[src/rtl/key_scan_pkg.sv]
// key_scan_pkg
// Shared types and helpers for the 4x4 keypad scanner.
//   key_state_e   : debounce FSM states (IDLE, DEBOUNCE, HELD)
//   N_ROWS/N_COLS : matrix geometry; N_KEYS = one frame bit per key
//   popcount16    : number of set bits in a 16-bit frame
//   onehot_index  : index of the set bit in a one-hot frame (col*4 + row)
package key_scan_pkg;

  localparam int N_ROWS = 4;
  localparam int N_COLS = 4;
  localparam int N_KEYS = N_ROWS * N_COLS;

  typedef enum logic [1:0] {
    IDLE     = 2'd0,
    DEBOUNCE = 2'd1,
    HELD     = 2'd2
  } key_state_e;

  function automatic logic [4:0] popcount16(input logic [N_KEYS-1:0] v);
    logic [4:0] n;
    n = '0;
    for (int i = 0; i < N_KEYS; i++) begin
      n = n + {4'b0000, v[i]};
    end
    return n;
  endfunction

  // Only meaningful when exactly one bit is set.
  function automatic logic [3:0] onehot_index(input logic [N_KEYS-1:0] v);
    logic [3:0] idx;
    idx = '0;
    for (int i = 0; i < N_KEYS; i++) begin
      if (v[i]) begin
        idx = 4'(i);
      end
    end
    return idx;
  endfunction

endpackage

[src/rtl/key_debounce_fsm.sv]
// key_debounce_fsm
// Frame-level debouncer: compares each completed key frame with the previous one,
// counts consecutive identical frames and accepts single-key presses/releases.
// Ports:
//   i_clk        : system clock
//   i_rst_n      : synchronous active-low reset
//   i_frame      : completed 16-bit key frame, bit col*4+row = key pressed
//   i_frame_end  : one-cycle strobe, i_frame is complete this cycle
//   o_key_code   : code of last accepted key
//   o_key_valid  : one-cycle pulse on an accepted press
//   o_key_down   : high while the accepted key is held
module key_debounce_fsm
  import key_scan_pkg::*;
#(
  parameter logic [7:0] DB_FRAMES = 8'd5
) (
  input  logic              i_clk,
  input  logic              i_rst_n,
  input  logic [N_KEYS-1:0] i_frame,
  input  logic              i_frame_end,
  output logic [3:0]        o_key_code,
  output logic              o_key_valid,
  output logic              o_key_down
);

  key_state_e        r_state, w_state_next;
  logic [N_KEYS-1:0] r_prev;
  logic [7:0]        r_stable_cnt, w_cnt_next;
  logic [3:0]        r_key_code, w_key_code_next;
  logic              r_key_valid, w_key_valid_next;
  logic              r_key_down, w_key_down_next;
  logic              w_same, w_one_key, w_stable;

  assign w_same    = (i_frame == r_prev);
  assign w_one_key = (popcount16(i_frame) == 5'd1);

  // Stability count as it will be after this frame end; decisions use the
  // updated value so the frame just completed counts toward debounce.
  always_comb begin
    w_cnt_next = '0;
    if (w_same) begin
      w_cnt_next = (r_stable_cnt >= DB_FRAMES) ? DB_FRAMES : r_stable_cnt + 8'd1;
    end
  end

  assign w_stable = (w_cnt_next >= DB_FRAMES);

  always_comb begin
    w_state_next     = r_state;
    w_key_code_next  = r_key_code;
    w_key_valid_next = 1'b0;
    w_key_down_next  = r_key_down;
    if (i_frame_end) begin
      unique case (r_state)
        IDLE: begin
          if (w_one_key) begin
            w_state_next = DEBOUNCE;
          end
        end
        DEBOUNCE: begin
          if (!w_same || !w_one_key) begin
            w_state_next = IDLE;
          end else if (w_stable) begin
            w_key_code_next  = onehot_index(i_frame);
            w_key_valid_next = 1'b1;
            w_key_down_next  = 1'b1;
            w_state_next     = HELD;
          end
        end
        HELD: begin
          // Additional keys while held are ignored; only a stable empty frame
          // releases.
          if ((i_frame == '0) && w_stable) begin
            w_key_down_next = 1'b0;
            w_state_next    = IDLE;
          end
        end
        default: w_state_next = IDLE;
      endcase
    end
  end

  always_ff @(posedge i_clk) begin
    if (!i_rst_n) begin
      r_state      <= IDLE;
      r_prev       <= '0;
      r_stable_cnt <= '0;
      r_key_code   <= 4'h0;
      r_key_valid  <= 1'b0;
      r_key_down   <= 1'b0;
    end else begin
      r_state     <= w_state_next;
      r_key_code  <= w_key_code_next;
      r_key_valid <= w_key_valid_next;
      r_key_down  <= w_key_down_next;
      if (i_frame_end) begin
        r_prev       <= i_frame;
        r_stable_cnt <= w_cnt_next;
      end
    end
  end

  assign o_key_code  = r_key_code;
  assign o_key_valid = r_key_valid;
  assign o_key_down  = r_key_down;

endmodule

[src/rtl/key_scan_module.sv]
// key_scan_module
// 4x4 matrix keypad reader: strobes one column per dwell period, samples the
// synchronized rows at the end of each dwell and assembles a 16-bit key frame
// that is debounced by key_debounce_fsm.
// Ports:
//   CLK       : system clock
//   RSTn      : synchronous active-low reset
//   Row_Sig   : keypad rows, active-low, asynchronous to CLK
//   Col_Sig   : column strobes, active-low one-hot, registered
//   Key_Code  : code of last accepted key (col*4 + row)
//   Key_Valid : one-cycle pulse on a newly accepted press
//   Key_Down  : high while the accepted key is held
module key_scan_module
  import key_scan_pkg::*;
#(
  parameter logic [15:0] T1MS      = 16'd49999,
  parameter logic [7:0]  DB_FRAMES = 8'd5
) (
  input  logic              CLK,
  input  logic              RSTn,
  input  logic [N_ROWS-1:0] Row_Sig,
  output logic [N_COLS-1:0] Col_Sig,
  output logic [3:0]        Key_Code,
  output logic              Key_Valid,
  output logic              Key_Down
);

  logic [15:0]       r_c1;
  logic [1:0]        r_col;
  logic [N_COLS-1:0] r_col_sig;
  logic [N_ROWS-1:0] r_row_meta, r_row_sync;
  logic [N_KEYS-1:0] r_frame;

  logic              w_tick, w_frame_end;
  logic [1:0]        w_col_next;
  logic [N_KEYS-1:0] w_frame_full;

  assign w_tick      = (r_c1 == T1MS);
  assign w_frame_end = w_tick && (r_col == 2'(N_COLS - 1));
  assign w_col_next  = r_col + 2'd1;

  // Frame with the current column's sample merged in, so the frame-end compare
  // sees the last column taken on that same tick.
  always_comb begin
    w_frame_full = r_frame;
    w_frame_full[r_col * N_ROWS +: N_ROWS] = ~r_row_sync;
  end

  always_ff @(posedge CLK) begin
    if (!RSTn) begin
      r_c1       <= '0;
      r_col      <= '0;
      r_col_sig  <= 4'b1110;
      r_row_meta <= 4'b1111;
      r_row_sync <= 4'b1111;
      r_frame    <= '0;
    end else begin
      r_row_meta <= Row_Sig;
      r_row_sync <= r_row_meta;
      if (w_tick) begin
        r_c1      <= '0;
        r_col     <= w_col_next;
        r_col_sig <= ~(4'b0001 << w_col_next);
        r_frame   <= w_frame_full;
      end else begin
        r_c1 <= r_c1 + 16'd1;
      end
    end
  end

  key_debounce_fsm #(
    .DB_FRAMES(DB_FRAMES)
  ) u_debounce (
    .i_clk      (CLK),
    .i_rst_n    (RSTn),
    .i_frame    (w_frame_full),
    .i_frame_end(w_frame_end),
    .o_key_code (Key_Code),
    .o_key_valid(Key_Valid),
    .o_key_down (Key_Down)
  );

  assign Col_Sig = r_col_sig;

endmodule
[config.mk]
export PLATFORM = sky130hd
export DESIGN_NAME = key_scan_module
export DESIGN_NICKNAME = d
export VERILOG_FILES = /design/src/rtl/key_scan_pkg.sv /design/src/rtl/key_debounce_fsm.sv /design/src/rtl/key_scan_module.sv
export SDC_FILE = /design/constraint.sdc
export NUM_CORES = 1
export LEC_CHECK = 0
export CAP_MARGIN = 5
export CORE_ASPECT_RATIO = 1.75
export CORE_MARGIN = 1.5
export CORE_UTILIZATION = 55
export DETAILED_ROUTE_END_ITERATION = 6
export PLACE_DENSITY = 0.73
export SYNTH_ARGS = -nofsm -noshare
export SYNTH_HDL_FRONTEND = slang
export SYNTH_SLANG_ARGS = --single-unit
export TNS_END_PERCENT = 50
[constraint.sdc]
create_clock -name CLK -period 19 [get_ports CLK]
set_input_delay 5.7 -clock CLK [delete_from_list [all_inputs] [get_ports CLK]]
set_output_delay 5.7 -clock CLK [all_outputs]
set_load 0.05 [all_outputs]
**The clock network**

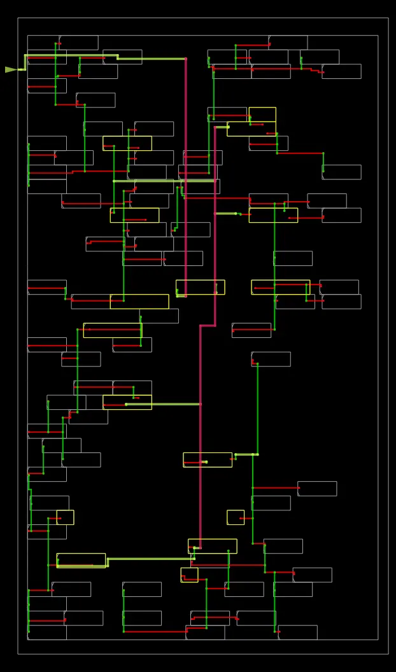
Clk power: 0.000202 W
Seq Cell Count: 78
clock tree buffer count of the final layout: 10
insertion delay at the late pin of the worst-skew pair: 0.34 ns

**Wiring by layer**

Drawn at 4 px/um.
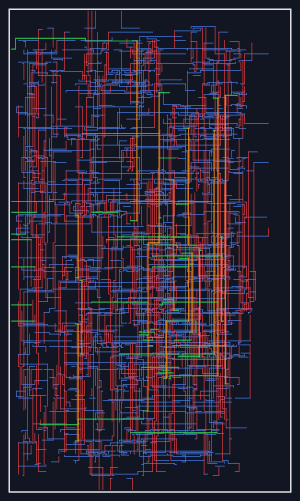
| color | layer | wire length |
|---|---|---|
| orange | metal 4 | 547 um |
| green | metal 3 | 424 um |
| red | metal 2 | 5620 um |
| blue | metal 1 | 4130 um |

**Nets reached from selected ports**

Drawn at 4 px/um.
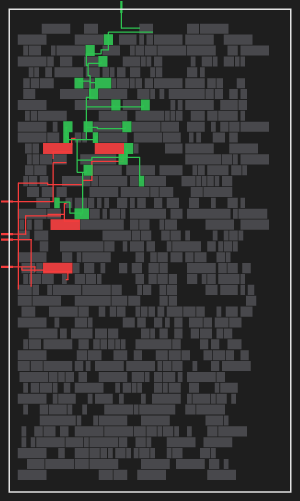
| color | port | bits | direction | edge | end cells | buffers | wire |
|---|---|---|---|---|---|---|---|
| green | `RSTn` | 1 | input | top | 19 | 1 | 156 um |
| red | `Col_Sig` | 4 | output | left | 4 | 4 | 162 um |
input/output buffers: 15
IO Pins: 16

==> summary.rpt <==
FLOW METRICS REPORT
----------------------------------------------------
[Finish]
  Share of cells above drive strength 1 ........................ 0.0673
  Total number of multi-input combinational cells ........................ roughly 360
  Ant diodes ........................ 0
  Combined area of the multi-input logic cells ........................ ~2500 um2
  Finished Layout Cells ........................ slightly below 600
  Combinational share of cell area ........................ 0.518
  # nets final ........................ around 530

[Power]
  Power per unit of standard cell area ........................ roughly 79 nW/um2
  Power consumed by sequential cells ........................ 0.000166 W

[Clock network]
  Clock root buffer ........................ sky130_fd_sc_hd__clkbuf_16

[Yosys]
  Register share after synthesis ........................ 0.361
  Synth top cell by count ........................ sky130_fd_sc_hd__dfxtp_1
  XOR-XNOR Cells, Area Fraction ........................ 0.0284
  Registers, synthesis ........................ around 78
  Area share, top type ........................ 0.361
  Post-synth mux share ........................ 0
  Syn_area_per_cell ........................ around 8.6 um2

[Floorplan]
  Cell row count ........................ between 40 and 50
  Area of the core region ........................ 7570 um2
  Initial core utilization ........................ 0.571
  Floorplan die width ........................ 70.0 um

[Drt]
  Met2 routed wirelength ........................ around 5600 um
  Routed met1 length ........................ a little over 4000 um
  Drt wl/cell ........................ 18.1 um

[Run status]
  Result of the run ........................ completed

[STA]
  Part of the cycle the worst path needs ........................ 0.408
  Min Hold Slack ........................ slightly above 0.4 ns
  Shortest clock period the worst path allows after layout ........................ about 7.8 ns

[GRT]
  GR Layer Usage met1 ........................ 0.306
  Overall track demand over capacity in global routing ........................ 0.272
  Via count of the first global-routing pass ........................ 3620
  Global-route wire length before repair ........................ between 15000 and 20000 um

[Setup path]
  Logic depth of the worst register-to-register path ........................ 21
  First element of the critical path ........................ r_col[0]

[Placed design]
  Detailed-placement wirelength estimate ........................ roughly 7800 um

----------------------------------------------------
Power and IR drop assume default switching activity.
